Run 1, PDN straps and rails:
Scale: 1.5 px per um. Pins as bars on the die edge.
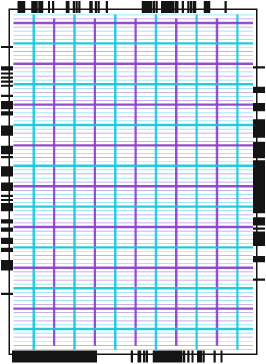
Run 1, clock wires, drivers and flops:
Scale: 2 px per um.
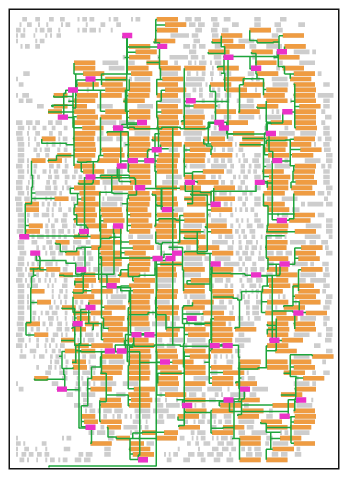
Run 1, placed cells, one colour a class:
Scale: 2 px per um. Fill, decap, tap and diode cells in grey.
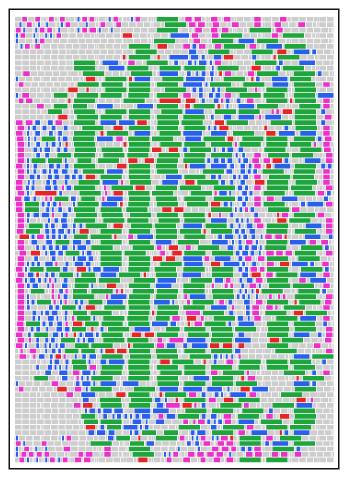
==> config.mk <==
export PLATFORM = sky130hd
export DESIGN_NAME = fetch_unit
export DESIGN_NICKNAME = d
export VERILOG_FILES = /design/src/rtl/mem_pkg.sv /design/src/rtl/fetch_unit.sv
export SDC_FILE = /design/constraint.sdc
export NUM_CORES = 1
export LEC_CHECK = 0
export CELL_PAD_IN_SITES_DETAIL_PLACEMENT = 1
export CELL_PAD_IN_SITES_GLOBAL_PLACEMENT = 1
export CORE_AREA = 2 2 162 227
export CTS_BUF_LIST = sky130_fd_sc_hd__clkbuf_8
export DETAILED_ROUTE_END_ITERATION = 6
export DIE_AREA = 0 0 164 229
export GPL_TIMING_DRIVEN = 0
export PLACE_DENSITY = 0.88
export SLEW_MARGIN = 5
export SYNTH_ARGS = -nofsm -noshare
export SYNTH_HDL_FRONTEND = slang
export SYNTH_SLANG_ARGS = --single-unit
==> constraint.sdc <==
create_clock -name clk -period 19.2 [get_ports clk]
set_clock_uncertainty 0.2 [all_clocks]
set_input_delay 4.8 -clock clk [delete_from_list [all_inputs] [get_ports clk]]
set_output_delay 4.8 -clock clk [all_outputs]
set_load 0.005 [all_outputs]
==> flow_summary.json, run 1 <==
{
  "crit_fanout": 10,
  "clockBufferDepth": 3,
  "r2r_cells": 15,
  "ys_chip_area_sq_um": 17500,
  "largest_reg_flops": 128,
  "lay_top_count": "edfxtp_1",
  "grt_pass1_vias": 11700,
  "edf_count": 368,
  "holdWs_ps": 279,
  "cp.required_ps": 14200,
  "antenna_left": 0,
  "worst_setup_path_start_kind": "primary input",
  "synth_seq_share_pct": 68.8,
  "ys_dominant_reg_cell": "edfxtp_1",
  "placed_cells": 1769,
  "dpl_cell_area_sq_um": 20400,
  "antenna_found_initial": 0,
  "yosys_cells": 1055,
  "status": "finished clean",
  "antenna-diode-count": 0,
  "ys_types": 52,
  "top_area_cell": "edfxtp_1",
  "ff_count": 418,
  "openroad.warnings": 66,
  "lay_top_cells": "368 x edfxtp_1, 191 x clkdlybuf4s50_1, 77 x mux4_2, 65 x clkbuf_8, 59 x nor2b_1"
}
## Picture notes: 'PDN straps and rails'
| colour | net |
|---|---|
| purple | VDD |
| cyan | VSS |
signal pins: 271
rows: 82
met1 rails: 83
met4 straps: 11
chip width: 164 um
DIE HEIGHT: 229 um
Peak supply drop: 0.0513 mV
Core Region: 35600 sq um

## Picture notes: 'clock wires, drivers and flops'
[orange] flip-flops | count: 418
[green] clock wires | length: 4790 um
[magenta] clock drivers | count: 59
routed clock nets: 60
flops lie: spread over the die
P_clk: 0.000676 W
clock latency on the worst-skew pair: 630 ps
clock network fraction of total power: 37.4%

## Picture notes: 'placed cells, one colour a class'
| colour | class | cells | share of their area |
|---|---|---|---|
| red | clock drivers and dummy loads | 111 | 5.5% |
| magenta | remaining buffers and delay cells | 311 | 13% |
| blue | combinational and other logic | 578 | 24% |
| green | sequential cells | 418 | 57% |
fin util: 60.5%
finished layout cell area: 21500 sq um

run 1: metrics by stage:
step	setup slack [ps]	power, W
4_1_cts	6250	0.00182
3_5_place_dp	6340	0.00115
3_3_place_gp	3940	0.00114
5_1_grt	6160	0.00187
6_report	6300	0.00181
2_1_floorplan	8330	0.00110
run 1: Yosys cell counts, types with 9 or more instances:
library cell	instances
a21oi_1	29
a31oi_1	16
and2_1	13
and3_1	13
buf_2	9
buf_4	42
clkbuf_1	37
dfxtp_1	50
edfxtp_1	368
ha_1	15
inv_1	25
mux4_1	15
mux4_2	77
nand2_1	39
nand3_1	20
nand4_1	15
nor2_1	48
nor2b_1	59
nor3_1	13
o21ai_0	21
or3_1	12
or4_1	13
xnor2_1	17
run 1: logic make-up (layout without fill, tap and decap cells):
logic type	Yosys count	count (layout)	share of synthesized area, %
XOR/XNOR	24	24	1.20
AND-OR/OR-AND	100	100	3.56
multiplexers	102	102	12.8
other	1	41	0.0214
AND/OR/NAND/NOR	269	269	8.52
buffers and inverters	124	447	3.85
flip-flops	418	418	68.8
adder cells (fa/ha/maj)	17	17	1.30
run 1: routing by layer:
metal / track usage (%) / wire length, um / part of all wire [%] / vias to the layer above
li1: - / - / - / 4696
met1: 26.5 / 15900 / 37 / 5361
met2: 43.6 / 23800 / 55 / 332
met3: 3.73 / 2100 / 4.8 / 99
met4: 10.1 / 1700 / 3.9 / 0
met5: 0 / 0 / 0 / -
run 1: power by group through the flow:
stage,registers [W],clock network [W],logic (W)
2_1_floorplan,0.00104,0,0.0000576
3_3_place_gp,0.00104,0,0.0000988
3_5_place_dp,0.00105,0,0.000105
4_1_cts,0.00103,0.000689,0.000106
5_1_grt,0.00103,0.000721,0.000116
6_report,0.00103,0.000676,0.000106
## Run 2: what changed since run 1
CORE_AREA = 2 2 167 234   (was 2 2 162 227)
DIE_AREA = 0 0 169 236   (was 0 0 164 229)
PLACE_DENSITY = 0.83   (was 0.88)
clock period = 12.7 ns   (was 19.2 ns; I/O delays follow)
==> run 2 against run 1 <==
Compared with the run above: combinational power rose by 51%; first-iteration DRC count decreased by 3.3%; final cell count is 1.1% higher; global-route usage shrank 1.9 points; non-clock buffer count grew 1; via count shrank 0.23%; total power up 57%; sequential power grew about 50%; core utilization down 3.4 points.
==> flow_summary.json, run 2 <==
{
  "clockBufferDepth": 3,
  "cp.required_ps": 9320,
  "total_power_w": 0.00284,
  "insertion_delay_ps": 640,
  "lay_top_count": "edfxtp_1",
  "antenna_left": 0,
  "placed_cells": 1786,
  "ys_types": 52,
  "synth-compound-area-share_pct": 3.56,
  "grt_pass1_vias": 11600,
  "common_cells": "368 x edfxtp_1, 77 x mux4_2, 59 x nor2b_1",
  "clkPwrFrac_pct": 39.8,
  "cp.arrival_ps": 6150,
  "wl_mm": 42.9,
  "post-place-ws_ps": 3140,
  "syn_to_final_growth_pct": 24.1,
  "worst_setup_path_start_kind": "primary input",
  "ys_dominant_reg_cell": "edfxtp_1",
  "synthXorXnorAreaFrac_pct": 1.20,
  "worst_slack_ps": 3170,
  "mux_share_pct": 12.8,
  "largest_reg_flops": 128,
  "top_area_cell": "edfxtp_1",
  "r2r_cells": 15,
  "lay_top_cells": "368 x edfxtp_1, 191 x clkdlybuf4s50_1, 77 x mux4_2, 65 x clkbuf_8, 59 x nor2b_1",
  "top_cells_by_area": "edfxtp_1 63%, mux4_2 9.9%, dfxtp_1 5.7%",
  "simple_gate_area_share_pct": 8.52,
  "openroad.warnings": 66,
  "logic_family": "multiplexers",
  "antenna_found_initial": 0,
  "post_cts_buffers": 0,
  "ys_chip_area_sq_um": 17500,
  "antenna-diode-count": 0,
  "synth_seq_share_pct": 68.8,
  "fmax_ghz": 0.105,
  "hold_path_depth": 2,
  "edf_count": 368,
  "synth_top_cell_by_count": "edfxtp_1",
  "ys_sh_adder_pct": 1.30,
  "io_buffers": 191,
  "status": "finished clean"
}
[run 2: cell counts after synthesis]
No cell type changed its count.
[run 2: cell type report]
class	count	share of cell area [%]
clock buffers	65	4.11
inverters	25	0.432
multi-input cells	553	22.9
flip-flops and latches	418	55.4
well taps	478	2.75
clock inverters	50	1.82
repair buffers	213	9.92
plain buffers	99	2.67
[run 2: power groups by stage]
stage	clock, W	combinational [W]	sequential, W
2_1_floorplan	0	0.0000871	0.00157
4_1_cts	0.00116	0.000161	0.00155
3_3_place_gp	0	0.000150	0.00158
3_5_place_dp	0	0.000160	0.00158
5_1_grt	0.00121	0.000175	0.00155
6_report	0.00113	0.000160	0.00155
[run 2: metrics by stage]
step | setup TNS [ps] | hold slack [ps] | area [sq um] | util (%)
floorplan | 0 | 242 | 17700 | -
global placement | -135110 | 253 | 20200 | 53.0
detailed placement | 0 | 272 | 20500 | 53.7
CTS | 0 | 281 | 21700 | 57.1
global route | 0 | 327 | 21700 | 57.1
finish | 0 | 283 | 21700 | 57.1
[run 2: logic make-up (layout without fill, tap and decap cells)]
family / after synthesis / count (layout)
xor+xnor: 24 / 24
other cells: 1 / 41
buf+inv: 124 / 452
mux: 102 / 102
fa+ha+maj: 17 / 17
compound gates: 100 / 100
simple gates: 269 / 269
flops: 418 / 418
[run 2: worst max-delay path, stage by stage]
cell             delay [ps]
clkdlybuf4s50_1         550
nor2b_1                 540
nand2b_1                200
clkbuf_1                410
clkbuf_1                410
nor2b_1                 300
clkdlybuf4s50_1         550
[run 2: per-layer routing]
metal  up-vias  share of wire, %  track usage [%]
li1       4707                 -                -
met1      5290                37             24.5
met2       369                54             39.8
met3        98               5.4             3.62
met4         0               3.7             9.71
met5         -                 0                0
Run 2, placed cells, one colour a class:
Scale: 2 px per um. Fill, decap, tap and diode cells in grey.
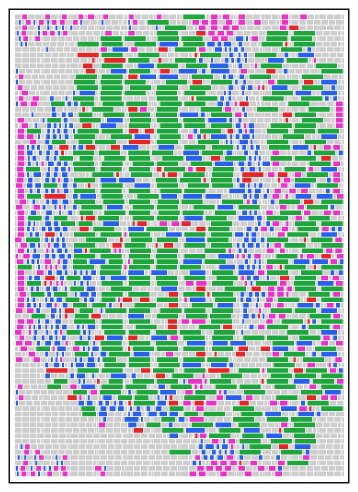
| colour | class | cells | share of their area |
|---|---|---|---|
| magenta | remaining buffers and delay cells | 312 | 13% |
| red | clock drivers and dummy loads | 115 | 6.1% |
| green | sequential cells | 418 | 57% |
| blue | combinational and other logic | 578 | 24% |
fraction of area in registers: 55.4%
fin util: 57.1%

Run 2, PDN straps and rails:
Scale: 1.5 px per um. Pins as bars on the die edge.
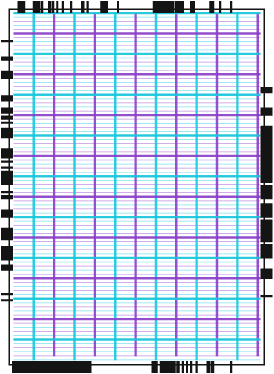
| colour | net |
|---|---|
| purple | VDD |
| cyan | VSS |
met1 rails: 86
met4 straps: 12
signal pins: 271
DIE HEIGHT: 236 um
Peak supply drop: 0.0912 mV
chip width: 169 um
Core Region: 38100 sq um

Run 2, track usage over the die:
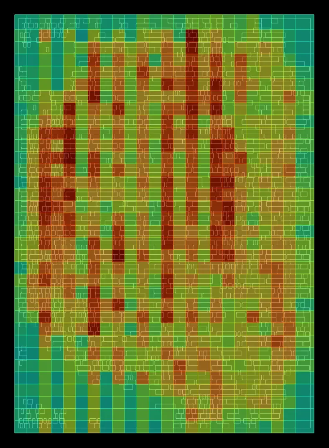
GRT busiest layer: met2
average wire per standard cell: 22.6 um
gr usage total: 21.7%
grt met2 use: 39.8%
met3 Use GR: 3.62%

No activity file was given, so power comes from the tool's default toggle rates.
